Figure 1. Cell classes on the final placement (run 1).
The bar under the picture is 50 um long.
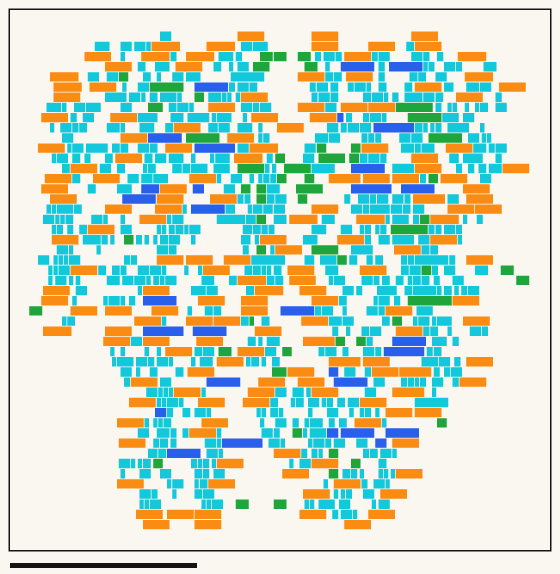
Figure 2. Supply network (run 1).
Pins as bars on the die edge.
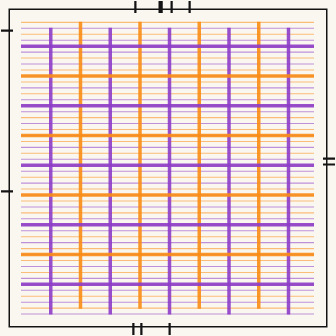
Figure 3. Clock nets (run 1).
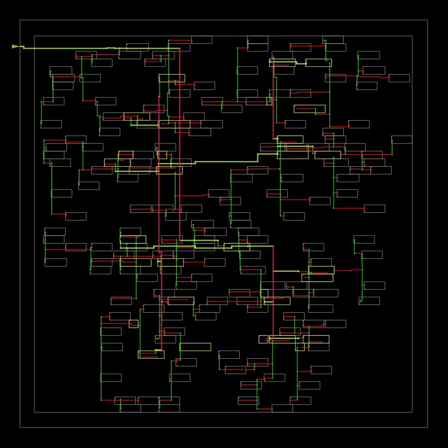
Figure 4. Metal layers overlaid (run 1).
Only two layers are drawn.
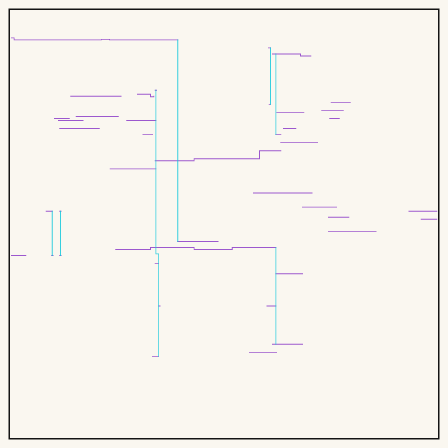
===== config.mk =====
export PLATFORM = sky130hd
export DESIGN_NAME = time_set_controller
export DESIGN_NICKNAME = d
export VERILOG_FILES = /design/src/rtl/time_set_controller.sv
export SDC_FILE = /design/constraint.sdc
export NUM_CORES = 1
export LEC_CHECK = 0
export CORE_MARGIN = 5
export CORE_UTILIZATION = 40
export DETAILED_ROUTE_END_ITERATION = 8
export PLACE_DENSITY = 0.55
export RECOVER_POWER = 25
export SETUP_SLACK_MARGIN = 0.4
export SLEW_MARGIN = 30
export SYNTH_ARGS = -nofsm -noshare
export SYNTH_HDL_FRONTEND = slang
export SYNTH_SLANG_ARGS = --single-unit

===== constraint.sdc =====
create_clock -name clk -period 2.2 [get_ports clk]
set_input_delay 0.22 -clock clk [delete_from_list [all_inputs] [get_ports clk]]
set_output_delay 0.22 -clock clk [all_outputs]
set_load 0.01 [all_outputs]

===== src/rtl/time_set_controller.sv =====
// time_set_controller
//   Front-end sequencer for the clock's time/date counters. Debounces the
//   three raw (active-low) push-buttons, steps the edit-mode state machine,
//   and produces single-cycle inc/dec strobes with hold-to-repeat, a blink
//   enable for the field under edit, and an inactivity timeout back to RUN.
//
// Ports:
//   clk        system clock
//   rst        synchronous active-high reset
//   btn_mode   raw mode button, active-low
//   btn_up     raw up button, active-low
//   btn_down   raw down button, active-low
//   mode       edit-mode code decoded by the counters (000 = RUN)
//   inc_pulse  one-cycle increment strobe for the selected field
//   dec_pulse  one-cycle decrement strobe for the selected field
//   blink      1 = display selected field, 0 = blank it
//   editing    high whenever mode != RUN
module time_set_controller #(
  parameter int unsigned DEBOUNCE_CYCLES = 500000,
  parameter int unsigned HOLD_CYCLES     = 25000000,
  parameter int unsigned REPEAT_CYCLES   = 5000000,
  parameter int unsigned TIMEOUT_CYCLES  = 500000000,
  parameter int unsigned BLINK_CYCLES    = 12500000
) (
  input  logic       clk,
  input  logic       rst,
  input  logic       btn_mode,
  input  logic       btn_up,
  input  logic       btn_down,
  output logic [2:0] mode,
  output logic       inc_pulse,
  output logic       dec_pulse,
  output logic       blink,
  output logic       editing
);

  localparam int unsigned REP_MAX = (HOLD_CYCLES > REPEAT_CYCLES) ? HOLD_CYCLES : REPEAT_CYCLES;
  localparam int DB_W = $clog2(DEBOUNCE_CYCLES) + 1;
  localparam int RP_W = $clog2(REP_MAX) + 1;
  localparam int TO_W = $clog2(TIMEOUT_CYCLES) + 1;
  localparam int BK_W = $clog2(BLINK_CYCLES) + 1;

  localparam logic [DB_W-1:0] DB_LAST   = DB_W'(DEBOUNCE_CYCLES - 1);
  localparam logic [RP_W-1:0] HOLD_LAST = RP_W'(HOLD_CYCLES - 1);
  localparam logic [RP_W-1:0] REP_LAST  = RP_W'(REPEAT_CYCLES - 1);
  localparam logic [TO_W-1:0] TO_LAST   = TO_W'(TIMEOUT_CYCLES - 1);
  localparam logic [BK_W-1:0] BK_LAST   = BK_W'(BLINK_CYCLES - 1);

  typedef enum logic [2:0] {
    RUN      = 3'b000,
    SET_HOUR = 3'b111,
    SET_MIN  = 3'b110,
    SET_SEC  = 3'b101,
    SET_DAY  = 3'b100,
    SET_MON  = 3'b011,
    SET_YEAR = 3'b010
  } state_t;

  function automatic state_t next_mode(input state_t m);
    case (m)
      RUN:      next_mode = SET_HOUR;
      SET_HOUR: next_mode = SET_MIN;
      SET_MIN:  next_mode = SET_SEC;
      SET_SEC:  next_mode = SET_DAY;
      SET_DAY:  next_mode = SET_MON;
      SET_MON:  next_mode = SET_YEAR;
      default:  next_mode = RUN;
    endcase
  endfunction

  // ---------------------------------------------------------------------
  // Input conditioning: index 0 = mode, 1 = up, 2 = down (1 = pressed)
  // ---------------------------------------------------------------------
  logic [2:0] btn_raw_pressed;
  logic [2:0] press;   // one-cycle press events
  logic [1:0] held;    // debounced level aligned with press: [0]=up, [1]=down

  assign btn_raw_pressed = ~{btn_down, btn_up, btn_mode};

  for (genvar gi = 0; gi < 3; gi++) begin : g_btn
    logic            sync1_q, sync2_q, db_q, db_prev_q, press_q;
    logic [DB_W-1:0] cnt_q;

    always_ff @(posedge clk) begin
      if (rst) begin
        sync1_q   <= 1'b0;
        sync2_q   <= 1'b0;
        db_q      <= 1'b0;
        db_prev_q <= 1'b0;
        press_q   <= 1'b0;
        cnt_q     <= '0;
      end else begin
        sync1_q <= btn_raw_pressed[gi];
        sync2_q <= sync1_q;
        if (sync2_q == db_q) begin
          cnt_q <= '0;
        end else if (cnt_q == DB_LAST) begin
          cnt_q <= '0;
          db_q  <= ~db_q;
        end else begin
          cnt_q <= cnt_q + 1'b1;
        end
        db_prev_q <= db_q;
        // Registering the edge gives the strobe path its fixed DEBOUNCE+3 latency.
        press_q   <= db_q & ~db_prev_q;
      end
    end

    assign press[gi] = press_q;
    if (gi > 0) begin : g_held
      assign held[gi-1] = db_prev_q;
    end
  end

  // ---------------------------------------------------------------------
  // Mode FSM, repeat engine, timeout and blink
  // ---------------------------------------------------------------------
  state_t          mode_q, mode_d;
  logic [RP_W-1:0] rep_cnt_q, rep_cnt_d;
  logic            rep_active_q, rep_active_d;  // first strobe of this hold issued
  logic            rep_fast_q, rep_fast_d;      // past the initial HOLD interval
  logic            lock_q, lock_d;              // hold must be released before strobing
  logic [TO_W-1:0] to_cnt_q, to_cnt_d;
  logic [BK_W-1:0] blk_cnt_q, blk_cnt_d;
  logic            blink_q, blink_d;
  logic            inc_q, inc_d, dec_q, dec_d;
  logic            want_strobe;
  logic            in_set, one_held, none_held;

  assign in_set    = (mode_q != RUN);
  assign one_held  = held[0] ^ held[1];
  assign none_held = ~(held[0] | held[1]);

  always_ff @(posedge clk) begin
    if (rst) begin
      mode_q       <= RUN;
      rep_cnt_q    <= '0;
      rep_active_q <= 1'b0;
      rep_fast_q   <= 1'b0;
      lock_q       <= 1'b0;
      to_cnt_q     <= '0;
      blk_cnt_q    <= '0;
      blink_q      <= 1'b1;
      inc_q        <= 1'b0;
      dec_q        <= 1'b0;
    end else begin
      mode_q       <= mode_d;
      rep_cnt_q    <= rep_cnt_d;
      rep_active_q <= rep_active_d;
      rep_fast_q   <= rep_fast_d;
      lock_q       <= lock_d;
      to_cnt_q     <= to_cnt_d;
      blk_cnt_q    <= blk_cnt_d;
      blink_q      <= blink_d;
      inc_q        <= inc_d;
      dec_q        <= dec_d;
    end
  end

  always_comb begin
    mode_d       = mode_q;
    rep_cnt_d    = rep_cnt_q;
    rep_active_d = rep_active_q;
    rep_fast_d   = rep_fast_q;
    lock_d       = lock_q;
    to_cnt_d     = to_cnt_q;
    blk_cnt_d    = blk_cnt_q;
    blink_d      = blink_q;
    want_strobe  = 1'b0;

    // Repeat engine: strobes only while exactly one of up/down is held.
    if (!one_held) begin
      rep_cnt_d    = '0;
      rep_active_d = 1'b0;
      rep_fast_d   = 1'b0;
      if (none_held) lock_d = 1'b0;
    end else if (!in_set || lock_q) begin
      // A button held in RUN (or after a mode-change conflict) stays
      // silent until it has been released.
      rep_cnt_d    = '0;
      rep_active_d = 1'b0;
      rep_fast_d   = 1'b0;
      lock_d       = 1'b1;
    end else if (!rep_active_q) begin
      // Fresh press, or the survivor of an up+down overlap.
      want_strobe  = 1'b1;
      rep_active_d = 1'b1;
      rep_cnt_d    = '0;
      rep_fast_d   = 1'b0;
    end else if (rep_cnt_q == (rep_fast_q ? REP_LAST : HOLD_LAST)) begin
      want_strobe = 1'b1;
      rep_cnt_d   = '0;
      rep_fast_d  = 1'b1;
    end else begin
      rep_cnt_d = rep_cnt_q + 1'b1;
    end

    // Mode press wins over a coincident strobe.
    if (press[0]) begin
      mode_d = next_mode(mode_q);
      if (want_strobe) begin
        want_strobe  = 1'b0;
        rep_cnt_d    = '0;
        rep_active_d = 1'b0;
        rep_fast_d   = 1'b0;
        lock_d       = 1'b1;
      end
    end

    inc_d = want_strobe & held[0];
    dec_d = want_strobe & held[1];

    // Inactivity timeout.
    if (mode_d == RUN) begin
      to_cnt_d = '0;
    end else if ((mode_d != mode_q) || (|press) || want_strobe) begin
      to_cnt_d = '0;
    end else if (to_cnt_q == TO_LAST) begin
      to_cnt_d = '0;
      mode_d   = RUN;
    end else begin
      to_cnt_d = to_cnt_q + 1'b1;
    end

    // Blink, evaluated against the final next mode.
    if ((mode_d == RUN) || (mode_d != mode_q) || want_strobe) begin
      blink_d   = 1'b1;
      blk_cnt_d = '0;
    end else if (blk_cnt_q == BK_LAST) begin
      blink_d   = ~blink_q;
      blk_cnt_d = '0;
    end else begin
      blk_cnt_d = blk_cnt_q + 1'b1;
    end
  end

  assign mode      = mode_q;
  assign inc_pulse = inc_q;
  assign dec_pulse = dec_q;
  assign blink     = blink_q;
  assign editing   = (mode_q != RUN);

endmodule

==> notes.md, run 1 <==
* portion of netlist area occupied by mux cells: 0.572%
* number of buffers outside the clock class in the layout: 55
* Worst Hold Path EP: g_btn[2].sync1_q$_SDFF_PP0_
* routed wire length per instance: 14.2 um
* share of the final layout cell area in sequential cells: 36.6%
* critical path data arrival time: 2.25 ns
* Tightest Hold Check Type: input pin to flop
* total power draw: 6.36 mW
* TritonCTS clock tree: done
* pins over their slew limit: 0
* cell leakage power: 2.91 nW
* Post-route DRC: 0
* skew final: 0.00854 ns
* Comb gate area: 4140 um^2
* adder and majority gate portion of the synthesized area: 1.21%
* std cell rows: 49
* number of cells on the worst reg-to-reg path: 8
* Post-CTS Hold Fix Bufs: 0
* number of endpoints failing setup at the final stage: 0
* critical path depth in cells: 8
* Largest register FFs: 60
* Vias per Instance: 5.24
* cell count after placement: 1045
* largest net degree at the start of global routing: 27
* worst min-delay path startpoint: btn_down
* area growth from synthesis to layout: 26.6%
* Mapped Avg Cell Area: 8.85 um^2
* ordered list of cells on the worst path: nor3_1 > inv_2 > nand3b_1 > a31oi_4 > a21bo_2 > buf_4 > buf_12 > nor3_1
* Worst path top cell family by delay: simple AND/OR/NAND/NOR gates
* global-route wire length before repair: 25500 um
* largest cell class by area: logic gates
* initial DRC count: 268
* number of port buffers: 11
* vias: 5770
* Largest regs: g_btn.cnt_q (60), to_cnt_q (30), rep_cnt_q (26)
* GRT Residual Overflow: 0
* gate count of the mapped netlist: 816
* unique cell type count in the Yosys netlist: 50
* Cell Area, Synth: 7220 um^2
* share of the clock period used by the worst path after layout: 86.5%
* antenna cells: 0
* final cell area excluding filler cells: 9150 um^2
* critical path launch point type: flop
* sequential cell area fraction in the yosys report: 45.7%
* WHS Path Cells: 2
* die boundary height: 144 um
* worst setup path endpoint: to_cnt_q[5]$_SDFF_PP0_
* H-tree depth: 4
* Reg2Reg Launch Point: mode[1]$_SDFF_PP0_
* final core utilization: 51.3%
* fraction of final layout cells sized beyond drive strength 1: 19.5%
* Die Span X: 144 um
* count of endpoints failing hold in the final timing report: 0
* max incr delay on CP: 0.37 ns
* RR Endpoint: to_cnt_q[5]$_SDFF_PP0_
* half-perimeter wire length after placement: 9610 um
* Worst Path Required: 2.54 ns
* number of warning messages in the yosys log: 0
* TNS Setup: 0 ns
* clock slew seen by the registers of the worst setup and hold paths: 0.06 ns
* router iterations before antenna repair: 5
* post-synthesis chip area from yosys: 7220 um^2
* Reg with most FFs: g_btn.cnt_q
* Data buffer area share: 7.05%
* most frequent cell on the critical path: nor3_1
* and+or+nand+nor area frac: 32.5%
* highest attainable clock frequency: 0.526 GHz
* Core Footprint: 17800 um^2
* number of OpenROAD warnings: 29
* routability cong.: 0.800
* invs w/o clock: 18
* flip-flop cell with the highest count after synthesis: dfxtp_1
* vias in the first global route: 5505
* outcome: finished clean
* share of the core filled by cells before placement: 40.5%
* Power Density: 696 nW/um^2
* worst max-slew margin expressed relative to the limit: 55.6%
* Synth Area in XOR/XNOR: 16.3%
* Detail Route Antenna Nets: 0
* fraction of registers with async set/reset: 0%
* Worst R2R Setup Slack: 0.30 ns
* antenna violations before repair: 0
* cell at the root of the clock tree: clkbuf_16
* Post-Synthesis Net Count: 828
* RSZ-0062 raised after global routing: true
* maximum vdd ir drop: 0.546 mV
* Max Fanout on Critical Path: 15
* Final Instance Count excl. Fillers: 1102
* highest-delay cell along the critical path: nor3_1
* number of standard cells reported by yosys: 816
* type of the setup path with the least slack: flop to flop
* tap cell count: 229
* post-route worst setup slack: 0.298 ns
* multi-input gates: 605
* Die Outline Area: 20800 um^2
* placement-stage cell area: 7690 um^2
* AND-OR/OR-AND Cells, Area Fraction: 1.14%
* Tot GR Track Use: 15.0%
* footprint of the flip-flops and latches: 3350 um^2
* I/O Pins: 12
* number of enable flip-flop cells: 0
* worst slew pin tran: 0.667 ns
* Final min period: 1.90 ns
* Bufs and invs on worst path: 3
* clock buffer and inverter area fraction after layout: 7.29%
* Clock Path Buffers: 2
* Critical Path Start: mode[1]$_SDFF_PP0_
* Largest logic family: simple AND/OR/NAND/NOR gates
* max-cap violations: 0
-- Figure 1 (at the start) --
color	class	cells	share of their area
blue	clock drivers and dummy loads	30	7.5%
green	remaining buffers and delay cells	55	7.3%
orange	sequential cells	165	38%
cyan	remaining logic cells	623	47%

-- Figure 2 (at the start) --
color	net
orange	VDD
purple	VSS
met1 rails	50
signal pins	12
met4 straps	9
met5 straps	9
rows	49

-- Figure 3 (at the start) --
number of buffers created by CTS: 17
# clock sinks: 165
number of flip-flops and latches: 165
CLK BUF: 18
Clock Latency Late Sink: 0.43 ns

-- Figure 4 (at the start) --
color	layer	wire length
purple	M3	436 um
cyan	M4	268 um

==> run 1: Yosys cell counts, types with 2 or more instances <==
master	instances	area, um^2
dfxtp_1	165	3300
nor2b_1	8	50.1
nand4_1	43	269
xor2_1	78	683
nor3_1	79	395
o211ai_1	2	15.0
nor4_1	9	56.3
mux2i_1	3	30.0
and2_0	2	12.5
nor4b_1	5	43.8
buf_4	2	15.0
ha_1	7	87.6
nor3_2	2	20.0
or4_1	2	15.0
and4_1	12	105
nand3_1	54	270
nor4bb_1	7	70.1
and3_1	21	131
nand2b_1	3	18.8
or3_1	4	25.0
o21ai_0	2	10.0
nor2_1	117	439
a31oi_1	2	12.5
xnor2_1	56	490
clkbuf_1	17	63.8
inv_1	17	63.8
and2_1	8	50.1
nor3b_1	6	45.0
or2_2	2	12.5
nand2_1	52	195
nor4_2	2	25.0
or4b_1	2	20.0
buf_1	2	7.51
buf_2	7	35.0
==> run 1: layer usage <==
metal	share of wire [%]	vias up	global-route usage, %
met4	1.7	0	6.63
met5	0	-	0
met2	48	68	24.8
met3	2.8	21	3.24
met1	48	2768	19.0
li1	-	2913	-
==> run 1: where the power goes <==
group	leakage (nW)	switching, mW	internal [mW]
clock network	0.322	1.19	2.15
registers	1.34	0.00334	2.99
logic	1.24	0.0199	0.0132
total	2.91	1.21	5.15
==> run 1: what timing repair did <==
item,4_1_cts,5_1_grt
pin swaps,7,38
gates cloned,3,5
buffers inserted,9,10
setup endpoints to repair,126,132
resized,37,83
==> run 1: placed cells by master (no fill, tap or decap), drive strengths merged, types with 8 or more instances in the layout <==
master    n
nor3     81
and2     10
and3     21
clkbuf   23
xnor2    56
nand3    55
nand4    43
dfxtp   165
nor2b     8
nand2    52
and4     12
inv      19
xor2     78
buf      38
nor4     11
nor2    117
--- run 2 (diff from run 1) ---
- CTS_BUF_LIST: not set -> sky130_fd_sc_hd__clkbuf_16
- CTS_CLUSTER_DIAMETER: not set -> 80
- GPL_TIMING_DRIVEN: not set -> 1
Figure 5. Cell classes on the final placement (run 2).
The bar under the picture is 50 um long.
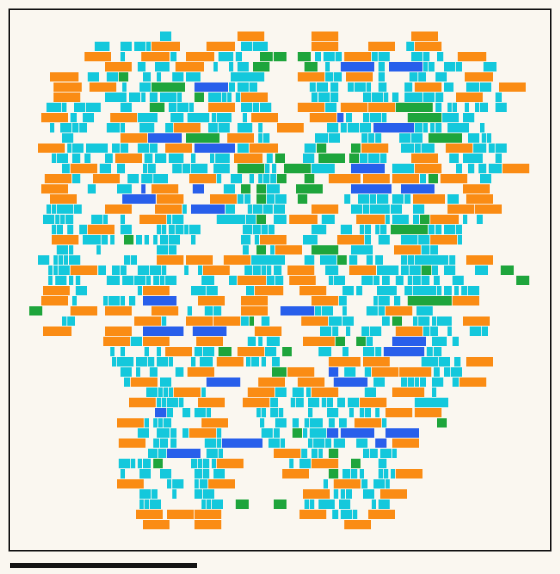
color	class	cells	share of their area
blue	clock drivers and dummy loads	30	7.4%
cyan	remaining logic cells	623	48%
orange	sequential cells	165	38%
green	remaining buffers and delay cells	55	7.3%

Figure 6. Clock network drawn from the DEF (run 2).
The bar under the picture is 50 um long.
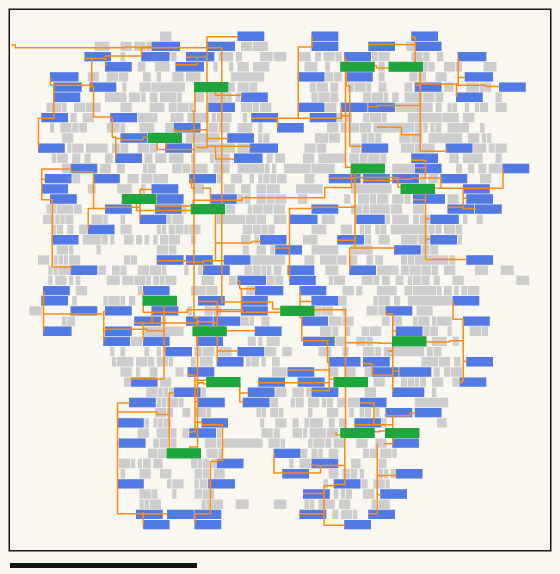
[orange] clock wires | length: 1990 um
[blue] flip-flops | count: 165
[green] clock-net drivers | count: 17
flops lie	spread over the die

Figure 7. Supply network (run 2).
Pins as bars on the die edge.
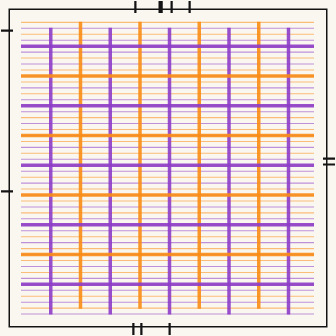
maximum vdd ir drop: 0.546 mV
die boundary height: 144 um
Core Footprint: 17800 um^2

==> run 2 against run 1 <==
Net effect:
- via count up 0.23%
- critical path depth stayed put
- sequential power about the same
- routed wire length down 0.13%
- critical path type unchanged
- largest power group unchanged
==> notes.md, run 2 <==
* post-route worst setup slack: 0.304 ns
* flip-flop cell with the highest count after synthesis: dfxtp_1
* Critical Path Start: mode[1]$_SDFF_PP0_
* flip-flop and latch count after synthesis: 165
* Power Density: 692 nW/um^2
* number of enable flip-flop cells: 0
* Reg2Reg Launch Point: mode[1]$_SDFF_PP0_
* vias: 5783
* most frequently used cell type in the post-synthesis netlist: dfxtp_1
* post-synthesis chip area from yosys: 7220 um^2
* highest attainable clock frequency: 0.527 GHz
* router iterations before antenna repair: 5
* placement-stage cell area: 7690 um^2
* relative contribution of sequential cells to total power: 47.3%
* fraction of final layout cells sized beyond drive strength 1: 19.6%
* antenna cells: 0
* Largest regs: g_btn.cnt_q (60), to_cnt_q (30), rep_cnt_q (26)
* Final Instance Count excl. Fillers: 1102
* cell count after placement: 1045
* Post-route DRC: 0
* final core utilization: 51.3%
* share of the clock period used by the worst path after layout: 86.2%
* clock slew seen by the registers of the worst setup and hold paths: 0.06 ns
* number of OpenROAD warnings: 29
* outcome: finished clean
* worst min-delay path startpoint: btn_down
* H-tree depth: 4
* type of the setup path with the least slack: flop to flop
* TNS Setup: 0 ns
* number of endpoints failing setup at the final stage: 0
* P_sw: 1.21 mW
* Cell Area, Synth: 7220 um^2
* I/O Pins: 12
* antenna violations before repair: 0
* area growth from synthesis to layout: 26.6%
* pins over their slew limit: 0
* max-cap violations: 0
* Post-Synthesis Net Count: 828
* skew final: 0.00851 ns
* global-route wire length before repair: 25500 um
* final cell area excluding filler cells: 9150 um^2
* Critical Path End Type: flop
* top-area cell type share of the netlist area: 45.7%
* routed wire length per instance: 14.2 um
* gate count of the mapped netlist: 816
* Post-layout nets: 874
* Place WS: 0.171 ns
* share of the core filled by cells before placement: 40.5%
* wirelength, routed: 15700 um
* half-perimeter wire length after placement: 9610 um
* TritonCTS clock tree: done
* share of total power consumed by net switching: 19.1%
* Die Span X: 144 um
* # clock sinks: 165
* GRT Residual Overflow: 0
* Comb gate area: 4140 um^2
* footprint of the flip-flops and latches: 3350 um^2
* sequential cell area fraction in the yosys report: 45.7%
* highest-delay cell along the critical path: nor3_1
* Clock Path Buffers: 2
* Clk network pwr share: 52.2%
* fraction of registers with async set/reset: 0%
* Detail Route Antenna Nets: 0
* Worst path top cell family by delay: simple AND/OR/NAND/NOR gates
* Die Outline Area: 20800 um^2
* Max Fanout on Critical Path: 15
* max incr delay on CP: 0.36 ns
* critical path data arrival time: 2.24 ns
* largest cells by area after synthesis: dfxtp_1 (46%), xor2_1 (9.5%), xnor2_1 (6.8%)
* number of warning messages in the yosys log: 0
* number of buffers created by CTS: 17
* count of filler cells inserted in the layout: 1600
* Reg with most FFs: g_btn.cnt_q
* Bufs and invs on worst path: 3
* post-synth top area cell: dfxtp_1
* most frequent cells in the layout: dfxtp_1 (142), nor2_1 (101), xor2_1 (78)
* unique cell type count in the Yosys netlist: 50
* combinational power share: 0.5%
* largest net degree at the start of global routing: 27
* Clock Latency Late Sink: 0.43 ns
* vias in the first global route: 5502
* number of port buffers: 11
* list of most frequent post-synthesis cells: dfxtp_1 (165), nor2_1 (117), nor3_1 (79)
* std cell rows: 49
* cell leakage power: 2.90 nW
* most common library cell in the layout ignoring fill and taps: dfxtp_1
* internal power: 5.12 mW
* Largest register FFs: 60
* routability cong.: 0.800
* Final min period: 1.90 ns
* ordered list of cells on the worst path: nor3_1 > inv_2 > nand3b_1 > a31oi_4 > a21bo_2 > buf_4 > buf_12 > nor3_1
* Tot GR Track Use: 15.0%
* initial DRC count: 289
* worst max-slew margin expressed relative to the limit: 56.4%
* most frequent cell on the critical path: nor3_1
* Mapped Avg Cell Area: 8.85 um^2
* total power draw: 6.33 mW
* worst hold slack after final layout: 0.345 ns
* cell at the root of the clock tree: clkbuf_16
* worst slew pin tran: 0.654 ns
* number of standard cells reported by yosys: 816
* count of endpoints failing hold in the final timing report: 0
* Worst Path Required: 2.55 ns
* Tightest Hold Check Type: input pin to flop
* Vias per Instance: 5.25
* RSZ-0062 raised after global routing: true
* critical path launch point type: flop
-- run 2: area by class of cell --
type	count	area share, %
well taps	229	3.13
multi-input cells	605	45.3
repair buffers	55	7.05
inverters	18	0.739
clock buffers	17	4.65
clock inverters	13	2.53
flip-flops and latches	165	36.6
-- run 2: kinds of logic after synthesis --
kind of cell    share of synthesized area [%]
compound gates                           1.14
xor+xnor                                 16.3
buf+inv                                  2.62
flops                                    45.7
mux                                     0.572
fa+ha+maj                                1.21
simple gates                             32.5
-- run 2: power by group through the flow --
stage	sequential, mW	combinational (mW)	clock, mW
3_3_place_gp	3.06	0.0328	0
3_5_place_dp	3.06	0.0337	0
4_1_cts	2.99	0.0346	3.38
6_report	2.99	0.0330	3.30
5_1_grt	2.99	0.0373	3.51
2_1_floorplan	3.06	0.0193	0
-- run 2: final timing paths --
kind	endpoint	slack (ns)	cells past startpoint
worst max register to register	to_cnt_q[10]$_SDFF_PP0_	0.30	8
worst min-delay path	g_btn[2].sync1_q$_SDFF_PP0_	0.35	2
worst min register to register	g_btn[0].press_q$_SDFF_PP0_	0.38	1
worst max-delay path	to_cnt_q[10]$_SDFF_PP0_	0.30	8
-- run 2: repair_timing --
action | CTS | global route
buffers inserted | 9 | 10
endpoints found under the setup margin | 126 | 132
pin swaps | 7 | 37
gates cloned | 3 | 5
resized | 37 | 85
hold buffers | 0 | 0
-- run 2: per-layer routing --
layer | global-route usage (%) | up-vias | routed length [um]
met3 | 3.24 | 23 | 560
met5 | 0 | - | 0
met1 | 18.9 | 2760 | 7320
met4 | 6.63 | 0 | 271
li1 | - | 2912 | -
met2 | 24.8 | 88 | 7520
Power and IR drop assume default switching activity.
